**config.mk**
```make
export PLATFORM = sky130hd
export DESIGN_NAME = enigma_letter_decoder
export DESIGN_NICKNAME = d
export VERILOG_FILES = /design/src/rtl/enigma_pkg.sv /design/src/rtl/enigma_sync_fifo.sv /design/src/rtl/enigma_letter_decoder.sv
export SDC_FILE = /design/constraint.sdc
export NUM_CORES = 1
export LEC_CHECK = 0
export CAP_MARGIN = 25
export CORE_MARGIN = 4
export CORE_UTILIZATION = 35
export CTS_CLUSTER_SIZE = 30
export DETAILED_ROUTE_END_ITERATION = 10
export SLEW_MARGIN = 20
export SYNTH_ARGS = -nofsm -noshare
export SYNTH_HDL_FRONTEND = slang
export SYNTH_SLANG_ARGS = --single-unit
```
**constraint.sdc**
```tcl
create_clock -name clk -period 22.5 [get_ports clk]
set_clock_uncertainty 0.05 [all_clocks]
set_input_delay 5.625 -clock clk [delete_from_list [all_inputs] [get_ports clk]]
set_output_delay 5.625 -clock clk [all_outputs]
set_load 0.03 [all_outputs]
```
**src/rtl/enigma_pkg.sv**
```systemverilog
// Shared types and helpers for the enigma receive path: letter/ASCII types,
// ASCII constants and the one-hot letter index decoder.
package enigma_pkg;

   localparam int ALPHABET = 26;

   typedef logic [ALPHABET-1:0] letter_t;
   typedef logic [7:0]          ascii_t;

   localparam ascii_t ASCII_UPPER_A = 8'h41;
   localparam ascii_t ASCII_LOWER_A = 8'h61;
   localparam ascii_t ASCII_ERR     = 8'h3F;

   // One buffered result: error flag above the character.
   typedef struct packed {
      logic   err;
      ascii_t data;
   } fifo_entry_t;

   // Returns {legal, index}; legal only when exactly one bit is set.
   function automatic logic [5:0] onehot_to_index(input letter_t l);
      logic [4:0] idx;
      int         cnt;
      idx = '0;
      cnt = 0;
      for (int i = 0; i < ALPHABET; i++) begin
         if (l[i]) begin
            idx = 5'(i);
            cnt++;
         end
      end
      return {(cnt == 1), idx};
   endfunction

endpackage

```
**src/rtl/enigma_sync_fifo.sv**
```systemverilog
// Show-ahead synchronous FIFO with a registered head: the output holds its
// last value while empty, and a push while full without a pop is dropped.
module enigma_sync_fifo #(
   parameter int WIDTH = 9,
   parameter int DEPTH = 8
) (
   input  logic                     clk,
   input  logic                     rst,
   input  logic                     push,
   input  logic [WIDTH-1:0]         wdata,
   input  logic                     pop,
   output logic [WIDTH-1:0]         rdata,
   output logic                     valid,
   output logic [$clog2(DEPTH):0]   level,
   output logic                     drop
);

   localparam int AW = $clog2(DEPTH);

   logic [WIDTH-1:0] mem_q [DEPTH];
   logic [AW-1:0]    wr_ptr_q, wr_ptr_d;
   logic [AW-1:0]    rd_ptr_q, rd_ptr_d;
   logic [AW:0]      count_q, count_d;
   logic [WIDTH-1:0] head_q, head_d;
   logic             full, empty, pop_ok, wr_en;

   assign full   = (count_q == (AW+1)'(DEPTH));
   assign empty  = (count_q == '0);
   assign pop_ok = pop && !empty;
   assign wr_en  = push && (!full || pop_ok);
   assign drop   = push && full && !pop_ok;

   always_comb begin
      rd_ptr_d = rd_ptr_q + AW'(pop_ok);
      wr_ptr_d = wr_ptr_q + AW'(wr_en);
      count_d  = count_q;
      if (wr_en && !pop_ok)
         count_d = count_q + 1'b1;
      else if (!wr_en && pop_ok)
         count_d = count_q - 1'b1;
      // The next head may be the very entry being written this cycle.
      head_d = head_q;
      if (count_d != '0) begin
         if (wr_en && (rd_ptr_d == wr_ptr_q))
            head_d = wdata;
         else
            head_d = mem_q[rd_ptr_d];
      end
   end

   always_ff @(posedge clk) begin
      if (wr_en)
         mem_q[wr_ptr_q] <= wdata;
   end

   always_ff @(posedge clk) begin
      if (rst) begin
         wr_ptr_q <= '0;
         rd_ptr_q <= '0;
         count_q  <= '0;
         head_q   <= '0;
      end else begin
         wr_ptr_q <= wr_ptr_d;
         rd_ptr_q <= rd_ptr_d;
         count_q  <= count_d;
         head_q   <= head_d;
      end
   end

   assign rdata = head_q;
   assign valid = !empty;
   assign level = count_q;

endmodule

```
**src/rtl/enigma_letter_decoder.sv**
```systemverilog
// Receive-side letter decoder: tracks valid core output cycles, converts
// one-hot cipher letters to ASCII, buffers them and grants source credit.
module enigma_letter_decoder
   import enigma_pkg::*;
#(
   parameter int CORE_LATENCY = 4,
   parameter int FIFO_DEPTH   = 8,
   parameter bit UPPER_CASE   = 1'b1
) (
   input  logic                          clk,
   input  logic                          rst,
   input  logic                          issue_valid,
   output logic                          credit_ok,
   input  letter_t                       core_letter,
   output logic                          m_valid,
   input  logic                          m_ready,
   output ascii_t                        m_data,
   output logic                          m_err,
   output logic [$clog2(FIFO_DEPTH):0]   level,
   output logic                          overflow,
   output logic [15:0]                   err_count
);

   localparam ascii_t BASE = UPPER_CASE ? ASCII_UPPER_A : ASCII_LOWER_A;
   localparam int     IW   = $clog2(CORE_LATENCY + 1);
   localparam int     LW   = $clog2(FIFO_DEPTH) + 1;

   logic [CORE_LATENCY-1:0] vld_pipe_q, vld_pipe_d;
   logic [IW-1:0]           inflight_q, inflight_d;
   logic [15:0]             err_cnt_q, err_cnt_d;
   logic                    overflow_q, overflow_d;
   logic                    tap, legal, drop;
   logic [5:0]              idx_w;
   fifo_entry_t             wr_entry, rd_entry;

   generate
      if (CORE_LATENCY == 1) begin : g_pipe1
         assign vld_pipe_d = issue_valid;
      end else begin : g_pipen
         assign vld_pipe_d = {vld_pipe_q[CORE_LATENCY-2:0], issue_valid};
      end
   endgenerate

   assign tap = vld_pipe_q[CORE_LATENCY-1];

   always_comb begin
      inflight_d = inflight_q;
      case ({issue_valid, tap})
         2'b10:   inflight_d = inflight_q + 1'b1;
         2'b01:   inflight_d = inflight_q - 1'b1;
         default: inflight_d = inflight_q;
      endcase
   end

   assign idx_w = onehot_to_index(core_letter);
   assign legal = idx_w[5];

   always_comb begin
      wr_entry.err  = !legal;
      wr_entry.data = legal ? (BASE + ascii_t'(idx_w[4:0])) : ASCII_ERR;
   end

   always_comb begin
      err_cnt_d = err_cnt_q;
      if (tap && !legal && (err_cnt_q != 16'hFFFF))
         err_cnt_d = err_cnt_q + 16'd1;
   end

   assign overflow_d = overflow_q | drop;

   always_ff @(posedge clk) begin
      if (rst) begin
         vld_pipe_q <= '0;
         inflight_q <= '0;
         err_cnt_q  <= '0;
         overflow_q <= 1'b0;
      end else begin
         vld_pipe_q <= vld_pipe_d;
         inflight_q <= inflight_d;
         err_cnt_q  <= err_cnt_d;
         overflow_q <= overflow_d;
      end
   end

   enigma_sync_fifo #(
      .WIDTH ($bits(fifo_entry_t)),
      .DEPTH (FIFO_DEPTH)
   ) u_fifo (
      .clk   (clk),
      .rst   (rst),
      .push  (tap),
      .wdata (wr_entry),
      .pop   (m_valid && m_ready),
      .rdata (rd_entry),
      .valid (m_valid),
      .level (level),
      .drop  (drop)
   );

   // Room left must cover letters already buffered plus those still in the core.
   assign credit_ok = (32'(level) + 32'(inflight_q)) < 32'(FIFO_DEPTH);

   assign m_data    = rd_entry.data;
   assign m_err     = rd_entry.err;
   assign overflow  = overflow_q;
   assign err_count = err_cnt_q;

   logic unused_lw;
   assign unused_lw = ^LW;

endmodule

```
Fig. 1: run 1, sequential cells colored by netlist name
(3 px per um) Other sequential cells in the stronger gray, the rest of the logic in the fainter gray.
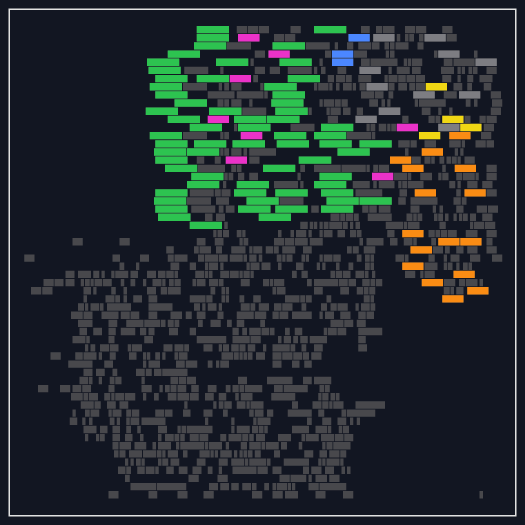
legend:
  orange:
    signal: err_count
    sequential_cells: 16
    where: east
  yellow:
    signal: vld_pipe_q
    sequential_cells: 4
    where: north-east
  magenta:
    signal: u_fifo.rdata
    sequential_cells: 8
    where: north
  blue:
    signal: u_fifo.rd_ptr_q
    sequential_cells: 3
  green:
    signal: u_fifo.mem_q
    sequential_cells: 64
not colored: 11

Fig. 2: run 1, zoomed window
Region (64, 98) to (104, 138) um. Cells in gray, sequential cells in the stronger gray; small squares are vias.
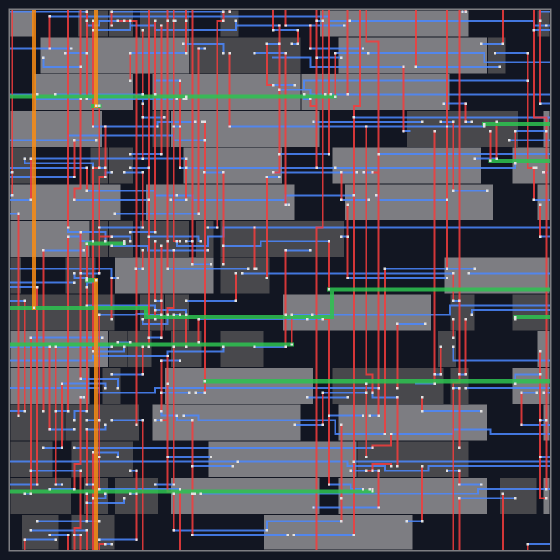
legend:
  green:
    layer: M3
  orange:
    layer: M4
  blue:
    layer: M1
  red:
    layer: M2
sequential cells in the window: 26
most frequent: edfxtp_1 (23), nand3_1 (8), nand2_1 (7)
netlist names of flops here include: u_fifo.mem_q (23), u_fifo.rdata (3)
cells with their middle in the window: 66

==> run notes, run 1 <==
The run gives 5963 um^2 for the footprint of the multi-input gates. The hold buffer count at cts is 0, and the per-cell routed wire length is 15.53 um. The CTS log lists the clock sinks for this run as 106.

The half-perimeter wire length of the detailed placement result is 15340 um. In this run the worst setup path terminates at err_count[10]. The most common flop cell mapped by yosys is sky130_fd_sc_hd__edfxtp_1. The run gives 0.8055 for the weighted congestion reported at the end of routability-driven placement. The cell type with the highest aggregate area in the netlist was sky130_fd_sc_hd__edfxtp_1.

At the worst endpoint, the required time is 22670 ps. With the mean cell area of the mapped netlist at 9.436 um^2, the pin count of the biggest net entering global routing is 47. Sequential cells placed in the final layout were counted as 106.

The normalized max-slew margin was 32.12%. The tool warning count for the run is 28. STA classifies the critical path startpoint as an input pin.

The post-synth count of flops with an enable pin is 64. Counting the warning lines in the Yosys log gives 0. Once the clock tree was built, the resizer swapped 0 gates to a different size.

The final report lists the setup-violating endpoint count as 0. Clock tree buffers and inverters occupy 2.786% of the routed design's cell area. With the area share of the largest cell type after synthesis at 21.35%, the number of placed instances, taps included is 1309. The launch point of the critical path was reported as core_letter[1]. For the global route total overflow, the log shows 0. The via count of the first global-routing pass was 6491; the time the worst path needs with I/O delays and setup was 21330 ps. Hold-check failures listed in the final report amount to 0.

Once layout is complete, the cells apart from fillers number 1335. The most frequently used library cell after synthesis is sky130_fd_sc_hd__nand2_1. The utilization of the core after routing is 40.91%.

The sequential share of cell area came out at 26.74%. In the post-route report, total wirelength is listed as 20730 um. The number of antenna violations at the first check in global routing was 0. The final antenna diode tally reported by the flow is 0.

In this run the critical register-to-register path is launched from u_fifo.level[0]. The root buffer cell was sky130_fd_sc_hd__clkbuf_16. The relative area change from synthesis to final layout was 14.76%; the maximum buffer depth of the clock tree was 2.

The slowest stage of the critical path belongs to the cell sky130_fd_sc_hd__clkdlybuf4s50_1. The tools report the core utilization before placement as 35.65%. Non-clock buffers in the final layout number 77. Per the CTS log, the maximum H-tree level is 3. Per the area breakdown, the dominant cell category is combinational gates.

The die footprint came out at 28350 um^2. After synthesis, the most frequently instantiated cells are 101 x sky130_fd_sc_hd__nand2_1, 78 x sky130_fd_sc_hd__nor2_1, 64 x sky130_fd_sc_hd__edfxtp_1, 50 x sky130_fd_sc_hd__xnor2_1. The net count after synthesis is 1021.

Logic depth along the worst register-to-register path is recorded as 12. The first global-routing pass estimated 33520 um of wire. The later pin in the worst-skew pair is clocked with a latency of 350 ps. After layout, the clock buffer instance count stands at 9. After detailed routing, the number of remaining DRC violations is 0. The area of placed instances is 9886 um^2.

For reference, the top cells by area after synthesis are sky130_fd_sc_hd__edfxtp_1 21%, sky130_fd_sc_hd__dfxtp_1 9.3%, sky130_fd_sc_hd__ha_1 5.0%. The path category of the worst min-delay check was flop to flop.

The floorplan has 58 rows. The flow ran to the end, and the final reports show no timing, DRC or antenna violations. After synthesis, flip-flops and latches occupy 30.69% of the total area. According to the finish report, the design has a final net count of 1067. The tools report the number of fill cells as 2502.

Initial detailed-routing violation count: 537. Across the placement rows, the number of tap cells is 330. Nets still carrying antenna violations after routing amount to 0. According to the report, the first pass of detailed routing completed in 5 iterations.
Fig. 3: run 1, the metal 2 layer
(1.5 px per um) Cells faint in the background.
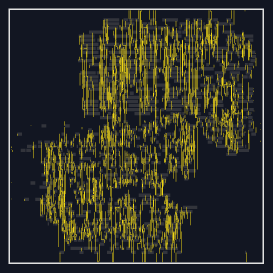
share of all routed wire: 44%
main direction: vertical
longest straight run: 50.6 um
wire length on this layer: 9140 um

## run 1: cells by family after synthesis
logic type | after synthesis | synth area share (%)
AND-OR/OR-AND | 188 | 15.34
XOR/XNOR | 109 | 14.37
flip-flops | 106 | 30.69
adder cells (fa/ha/maj) | 37 | 5.226
AND/OR/NAND/NOR | 373 | 21.47
multiplexers | 52 | 8.645
buffers and inverters | 88 | 4.211
other | 1 | 0.04166
## run 1: registers in the layout, indices dropped and copies added, names as in the netlist
name / cells
u_fifo.rdata: 8
u_fifo.wr_ptr_q: 3
vld_pipe_q: 4
err_count: 16
overflow: 1
u_fifo.rd_ptr_q: 3
u_fifo.level: 4
u_fifo.mem_q: 64
inflight_q: 3
## run 1: routing by layer
layer  track usage, %  part of all wire, %
met1            21.29                   51
met2            21.84                   44
met3            1.808                  3.4
met4            2.682                 0.99
met5                0                    0
## run 1: how the worst min path moves through the flow
stage | endpoint | slack (ps) | startpoint | depth (start not counted)
after floorplan | vld_pipe_q[1] | 360 | vld_pipe_q[0] | 1
after global routing | vld_pipe_q[3] | 420 | vld_pipe_q[2] | 1
final | vld_pipe_q[1] | 390 | vld_pipe_q[0] | 1
after detailed placement | vld_pipe_q[1] | 380 | vld_pipe_q[0] | 1
after global placement | vld_pipe_q[1] | 370 | vld_pipe_q[0] | 1
after CTS | vld_pipe_q[1] | 390 | vld_pipe_q[0] | 1
## run 1: critical path: cells and delay by family
kind	cells	cell delay [ps]
fa+ha+maj	24	7030
buf+inv	11	1230
compound gates	24	3110
mux	8	2000
xor+xnor	1	200
simple gates	18	2270
==> inputs of run 2 (changes only) <==
--- a/config.mk
+++ b/config.mk
@@ -8,6 +8,7 @@
 export CAP_MARGIN = 25
 export CORE_MARGIN = 4
 export CORE_UTILIZATION = 35
+export CTS_CLUSTER_DIAMETER = 150
 export CTS_CLUSTER_SIZE = 30
 export DETAILED_ROUTE_END_ITERATION = 10
 export SLEW_MARGIN = 20
Fig. 4: run 2, routing congestion
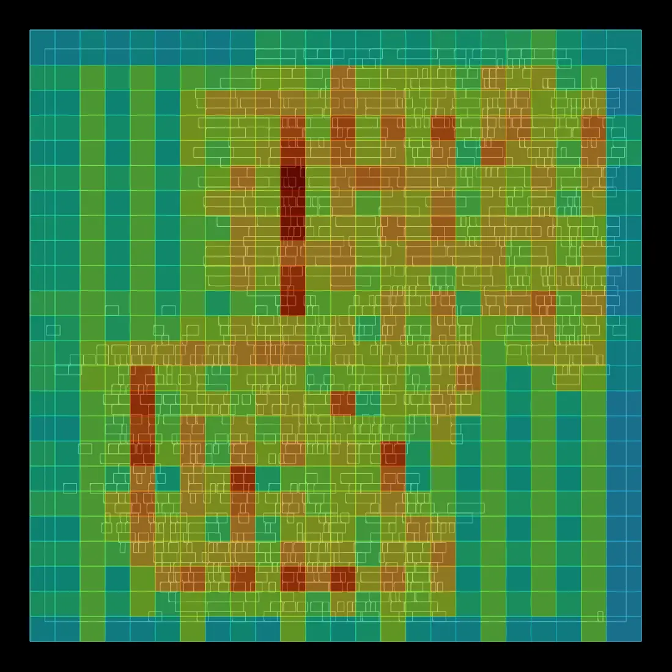
met3 usage: 1.808%
share of the core filled with cells: 40.91%

Fig. 5: run 2, the metal 2 layer
(1.5 px per um) Cells faint in the background.
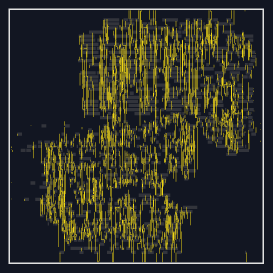
longest straight run: 50.6 um
share of all routed wire: 44%

==> run notes, run 2 <==
The maximum buffer depth of the clock tree is 2 (unchanged). The area share of the largest cell type after synthesis works out to 21.35% (unchanged). The number of antenna violations at the first check in global routing is 0 (unchanged). TritonCTS built the clock tree. The total setup buffers inserted after CTS is 0.

The worst register-to-register path has a setup slack of 18190 ps. For the data required time of the critical path, the log shows 22670 ps (about the same). The number of nets produced by synthesis came out at 1021 (unchanged). The met3 layer wire length in the routed design is 711 um (unchanged). The mean cell area of the mapped netlist was 9.436 um^2 (unchanged); the area share of fa/ha/maj cells after synthesis was 5.226% (unchanged).

The via count of the first global-routing pass is 6491 (unchanged). Number of standard-cell rows in the floorplan: 58 (unchanged). The run gives 21.84% (unchanged) as the global routing usage on met2.

The run gives 64 (unchanged) for the number of flip-flops under the largest register name. The tools report the layout net count as 1067 (unchanged). The cell area after layout was 10330 um^2; the pin count of the biggest net entering global routing was 47 (unchanged). The run gives 350 ps (about the same) for the clock latency at the later pin of the worst-skew pair.

The relative area change from synthesis to final layout came out at 14.76% (unchanged). The run gives 21.47% (unchanged) for the share of synthesized cell area in and, or, nand and nor gates. The highest metal layer carrying signal wires in the routed design is met4. The run gives 35.65% (unchanged) as the core utilization before placement. Per the timing report, the achievable frequency comes out to 0.04688 GHz.

The run gives 0 (unchanged) for the hold buffer count at cts. For hold timing, the worst endpoint is vld_pipe_q[1]. Looking at hold timing, the worst path starts from vld_pipe_q[0]. The number of fill cells came out at 2502 (unchanged).

The number of enable-type register cells in the synthesized netlist is 64 (unchanged). The weighted congestion reported at the end of routability-driven placement is 0.8055 (unchanged), and the post-synthesis sequential area ratio is 30.69% (unchanged). The total of endpoints with negative setup slack in the final report was 0 (unchanged). Die height: 168.4 um.

The most common flop cell mapped by yosys was sky130_fd_sc_hd__edfxtp_1. The first-pass GRT wire length was 33520 um (unchanged). Ranked by instance count, the synthesized netlist is headed by 101 x sky130_fd_sc_hd__nand2_1, 78 x sky130_fd_sc_hd__nor2_1, 64 x sky130_fd_sc_hd__edfxtp_1, 50 x sky130_fd_sc_hd__xnor2_1.

Fraction of the mapped netlist area in compound gates: 15.34% (unchanged). The half-perimeter wire length of the detailed placement result came out at 15340 um (unchanged). The cell type with the highest aggregate area in the netlist is sky130_fd_sc_hd__edfxtp_1. Slowest cell on the critical path: sky130_fd_sc_hd__clkdlybuf4s50_1. Highest-utilization routing layer at the global route stage: met2. The run gives 0 (unchanged) as the yosys warning tally. After synthesis, the design contains 954 cells according to Yosys. The worst hold path stage count is 1 (unchanged). The normalized max-slew margin came out at 32.12% (unchanged). The remaining antenna violation count after routing came out at 0 (unchanged).

The stage-log warning count was 28 (unchanged); the wire length the detailed router placed on met1 was 10670 um (unchanged). The startpoint type of the worst setup path is an input pin.

The most critical min-delay path falls under flop to flop. The run gives 0 (unchanged) for the final number of hold-violating endpoints. Width of the chip: 168.4 um.

The root buffer cell was sky130_fd_sc_hd__clkbuf_16. In this run the cell area of the synthesized design comes to 9002 um^2. The initial detailed-routing violation count came out at 537 (unchanged). By area, the combinational part of the netlist is dominated by simple AND/OR/NAND/NOR gates. The number of H-tree branching levels was 3 (unchanged); the area fraction in mux cells was 8.645% (unchanged).

The final wirelength was 20730 um (unchanged); the global route total overflow was 0 (unchanged). The tools report the number of top-level design ports as 62. The largest register by flop count is u_fifo.mem_q. Ranked by total cell area, the synthesized netlist is headed by sky130_fd_sc_hd__edfxtp_1 21%, sky130_fd_sc_hd__dfxtp_1 9.3%, sky130_fd_sc_hd__ha_1 5.0%. sky130_fd_sc_hd__nand2_1 is the most common cell in the netlist. The number of remaining DRC errors is 0 (unchanged). The total clock sinks came out at 106 (unchanged). The number of diodes is 0 (unchanged), and the worst reg2reg path depth is 12 (unchanged). The global routing usage on met1 is 21.29% (unchanged).

The origin of the critical flop-to-flop path was u_fifo.level[0]. The tools report the number of iterations in the first detailed-routing pass as 5 (unchanged). The run gives 21330 ps (unchanged) for the time the worst path needs with I/O delays and setup.

The total of cells resized after clock tree synthesis was 0 (unchanged). The detailed route wirelength on metal2 was 9140 um (unchanged). The per-cell routed wire length is 15.53 um (unchanged).

The run gives 14.37% (unchanged) for the parity-gate share of the synthesized area counting xor and xnor cells. The run gives 28350 um^2 (unchanged) as the die footprint.

The run gives 9886 um^2 (unchanged) for the area of placed instances. The run finished with clean final reports.
## run 2: cell counts after synthesis
Identical to the previous run, type by type.
## run 2: worst max-delay path: cells and delay by family
| family | cells | cell delay (ps) |
|---|---|---|
| multiplexers | 8 | 2000 |
| buffers and inverters | 11 | 1230 |
| XOR/XNOR | 1 | 200 |
| AND-OR/OR-AND | 24 | 3110 |
| adder cells (fa/ha/maj) | 24 | 7030 |
| AND/OR/NAND/NOR | 18 | 2270 |
## run 2: cells by family after synthesis
family          Yosys count
simple gates            373
compound gates          188
xor+xnor                109
flops                   106
buf+inv                  88
mux                      52
fa+ha+maj                37
other cells               1
## run 2: cell type report
class	instances	area, um^2	area share (%)
multi-input cells	761	5963	57.72
flip-flops and latches	106	2763	26.74
repair buffers	77	735.7	7.121
well taps	330	412.9	3.997
clock buffers	9	225.2	2.180
inverters	45	168.9	1.635
clock inverters	7	62.56	0.6055
## run 2: worst max path at each step
| stage | start | to | slack (ps) | cells after the start |
|---|---|---|---|---|
| 3_5_place_dp | core_letter[1] | u_fifo.mem_q[1][0] | 200 | 86 |
| 5_1_grt | core_letter[1] | err_count[10] | -120 | 86 |
| 2_1_floorplan | core_letter[0] | err_count[8] | 2120 | 84 |
| 4_1_cts | core_letter[1] | u_fifo.mem_q[5][0] | 550 | 86 |
| 6_report | core_letter[1] | err_count[10] | 1170 | 86 |
| 3_3_place_gp | core_letter[0] | u_fifo.mem_q[3][0] | 660 | 86 |
## run 2: per-stage QoR
| step | utilization [%] | cells |
|---|---|---|
| 6_report | 40.91 | 1335 |
| 5_1_grt | 40.91 | 1335 |
| 4_1_cts | 40.28 | 1325 |
| 3_5_place_dp | 39.14 | 1309 |
| 3_3_place_gp | 39.14 | 1309 |
| 2_1_floorplan | - | 954 |
==> inputs of run 3 (changes only) <==
--- a/config.mk
+++ b/config.mk
@@ -5,6 +5,7 @@
 export SDC_FILE = /design/constraint.sdc
 export NUM_CORES = 1
 export LEC_CHECK = 0
+export ABC_AREA = 1
 export CAP_MARGIN = 25
 export CORE_MARGIN = 4
 export CORE_UTILIZATION = 35
Fig. 6: run 3, gate families picked out
(3 px per um)
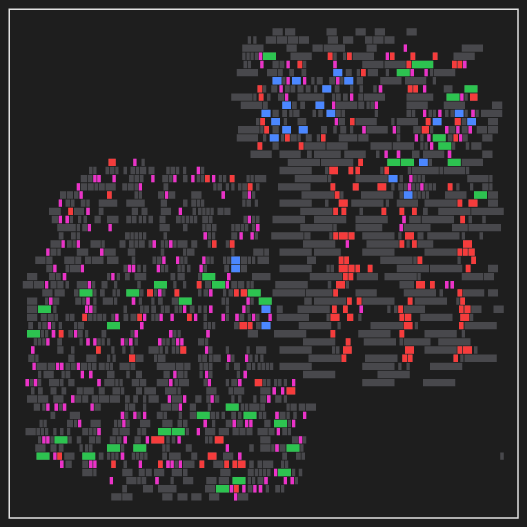
legend:
  magenta:
    family: inv cells
    cells: 204
    most_used: inv_1
    where: spread over the die
  red:
    family: aoi and oai cells
    cells: 133
    most_used: o21ai_0
  blue:
    family: xor and xnor cells
    cells: 23
    most_used: xor2_1
  green:
    family: fa/ha/maj cells
    cells: 37
    most_used: ha_1
    where: spread over the die

Fig. 7: run 3, routing congestion
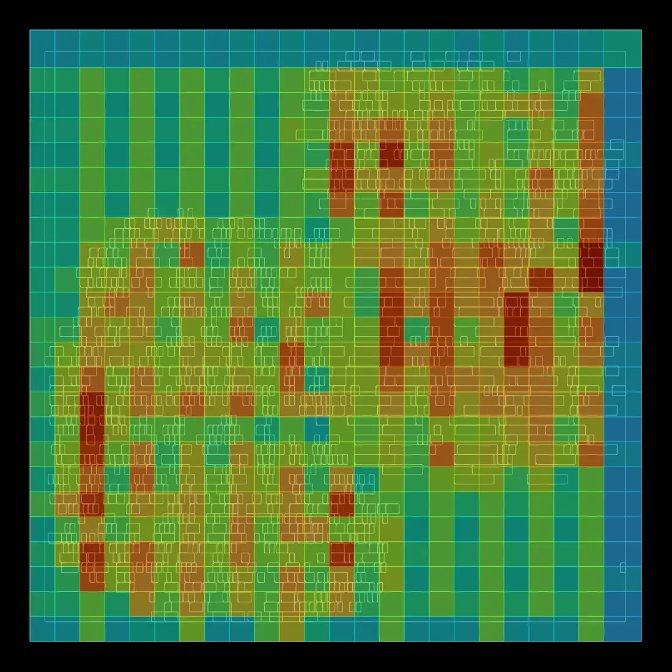
layer with the highest usage: met2
Avg WL per Cell: 12.83 um

==> run notes, run 3 <==
Across all setup checks in the final design, the least slack found is 2887 ps. The clock latency at the later pin of the worst-skew pair was 340 ps (about the same); the final wirelength was 21700 um (+4.7%). With the final sum of negative setup slack at 0 ps, the total of flip-flops plus latches after synthesis is 106.

The run gives 21.15% (-0.19 points) for the area share of the largest cell type after synthesis. The run gives 28600 um^2 (+0.88%) as the die footprint. The flow ran to the end, and the final reports show no timing, DRC or antenna violations.

Maximum clock rate: 0.05099 GHz (+8.8%). The library cell with the highest instance count after synthesis is sky130_fd_sc_hd__nand2_1. The run gives 16230 um (+5.7%) for the half-perimeter wire length of the detailed placement result. The mean cell area of the mapped netlist is 6.962 um^2 (-26%), and the die height is 169.1 um (+0.44%). The total standard cell area after synthesis came out at 9085 um^2 (+0.92%).

The total area inside the core boundary comes to 25330 um^2. Total setup buffers inserted after CTS: 0 (unchanged). The flow measured a signed area growth from synthesis to layout of 13.37%.

Max-slew check failures listed in the final report amount to 0. The number of flip-flops under the largest register name was 64 (unchanged). The total of endpoints with negative setup slack in the final report is 0 (unchanged), and the non-filler instance count after layout is 1691 (+27%). Data on the critical path arrives at its endpoint at 19590 ps. The number of iterations in the first detailed-routing pass is 5 (unchanged), and the number of enable-type register cells in the synthesized netlist is 64 (unchanged). The run gives 1305 (+37%) for the yosys cell count.

The run gives 1423 (+33%) as the layout net count. Path category of the worst min-delay check: flop to flop. The run gives 8285 for the via count of the routed design.

The global route total overflow is 0 (unchanged), and the worst-margin pin slew is 1035 ps. The number of placed instances, taps included is 1671 (+28%). The total clock sinks is 106 (unchanged), and the number of nets produced by synthesis is 1372 (+34%). Yosys warning tally: 0 (unchanged). Most common flop cell mapped by yosys: sky130_fd_sc_hd__edfxtp_1. Worst reg2reg path depth: 15 (+3).

Hold timing on the final database bottoms out at a slack of 351.6 ps. Max fanout on the critical path was recorded as 30. The hold buffer count at cts was 0 (unchanged). Sorting the synthesized cells by how often they occur yields 315 x sky130_fd_sc_hd__nand2_1, 188 x sky130_fd_sc_hd__inv_1, 125 x sky130_fd_sc_hd__nor2_1, 108 x sky130_fd_sc_hd__nand3_1, 68 x sky130_fd_sc_hd__nand2_2.

Setup repair after global routing left no endpoint under its margin. Yosys reports a chip area of 9085 um^2. The timing report gives the clock slew at the launch and capture registers of the worst setup and hold paths as 70 ps.

The run gives 2615 (+4.5%) for the number of fill cells. Startpoint type of the worst setup path: an input pin. By area the synthesized netlist is led by sky130_fd_sc_hd__edfxtp_1 21%, sky130_fd_sc_hd__nand2_1 13%, sky130_fd_sc_hd__dfxtp_1 9.3%. Width of the chip: 169.1 um (+0.44%). The run gives 0 (unchanged) as the total of cells resized after clock tree synthesis.

Synthesis instantiated 52 different standard cells from the library. The run gives 30.73% (-1.4 points) for the normalized max-slew margin. The run gives 10300 um^2 (-0.30%) as the cell area after layout. The timing report shows the most common cell along the critical path to be sky130_fd_sc_hd__nand2_1. The number of H-tree branching levels was 3 (unchanged). The number of remaining DRC errors came out at 0 (unchanged).

The slowest stage of the critical path belongs to the cell sky130_fd_sc_hd__clkdlybuf4s50_1. Overall routing resource usage recorded by global route was 15.13%. The run gives 0 (unchanged) for the remaining antenna violation count after routing. The time the worst path needs with I/O delays and setup works out to 19610 ps (-1719 ps).

The area of placed instances is 9970 um^2 (+0.85%), and the first-pass GRT wire length is 36600 um (+9.2%). With the data required time of the critical path at 22480 ps (-190 ps), the ratio of routed vias to standard cells is 4.899. The run gives 28 (unchanged) for the stage-log warning count.

The post-synthesis sequential area ratio was 30.41% (-0.28 points). The tools report the utilization of the core after routing as 40.67% (-0.24 points). The cell type with the highest aggregate area in the netlist was sky130_fd_sc_hd__edfxtp_1. The maximum buffer depth of the clock tree is 2 (unchanged). The weighted congestion reported at the end of routability-driven placement came out at 0.8249 (+2.4%).

The run gives 0 (unchanged) as the final number of hold-violating endpoints. With the number of diodes at 0 (unchanged), the total clock buffers created by CTS is 9. u_fifo.mem_q holds more flip-flops than any other register.

Worst hold path stage count: 2 (+1). Per the cell usage report, the commonest logic cells after layout are 315 x sky130_fd_sc_hd__nand2_1, 188 x sky130_fd_sc_hd__inv_1, 125 x sky130_fd_sc_hd__nor2_1, 108 x sky130_fd_sc_hd__nand3_1, 68 x sky130_fd_sc_hd__nand2_2. The initial detailed-routing violation count was 486 (-9.5%). The tools report the core utilization before placement as 35.87% (+0.22 points). The logs give 0 (unchanged) for the number of antenna violations at the first check in global routing and 62 (unchanged) for the number of top-level design ports. The run gives 58 (unchanged) as the number of standard-cell rows in the floorplan. TritonCTS built the clock tree. The root buffer cell is sky130_fd_sc_hd__clkbuf_16. The via count of the first global-routing pass was 7833 (+21%); the pin count of the biggest net entering global routing was 35 (-26%).
-- run 3: critical path, delay by kind of cell --
family                   cells  cell delay, ps
AND-OR/OR-AND                6            1100
AND/OR/NAND/NOR             47            4840
buffers and inverters        9            1270
adder cells (fa/ha/maj)     24            6750
-- run 3: routing by layer --
layer	routed length [um]	GRT usage [%]	vias to the layer above
met1	10150	19.68	3758
met4	245	3.710	0
met2	10770	27.46	120
met5	0	0	-
met3	535	0.9575	15
li1	-	-	4392
-- run 3: path summary, 6_finish.rpt --
kind	slack, ps	start	endpoint
max reg2reg	18360	u_fifo.level[0]	u_fifo.rdata[5]
max	2890	core_letter[0]	u_fifo.mem_q[6][2]
min reg2reg	350	vld_pipe_q[2]	vld_pipe_q[3]
min	350	vld_pipe_q[2]	vld_pipe_q[3]
-- run 3: final cells by class --
class / instances / area [um^2] / area share, %
Inverter: 204 / 765.7 / 7.434
Timing Repair Buffer: 65 / 656.9 / 6.378
Sequential cell: 106 / 2763 / 26.82
Clock inverter: 6 / 42.54 / 0.4130
Multi-Input combinational cell: 970 / 5420 / 52.62
Tap cell: 330 / 412.9 / 4.009
Clock buffer: 10 / 239.0 / 2.320
-- run 3: cell families after synthesis --
| group | count (synthesis) | synth area share, % |
|---|---|---|
| simple gates | 773 | 43.41 |
| buf+inv | 229 | 9.930 |
| compound gates | 136 | 8.814 |
| flops | 106 | 30.41 |
| fa+ha+maj | 37 | 5.178 |
| xor+xnor | 23 | 2.217 |
| other cells | 1 | 0.04128 |
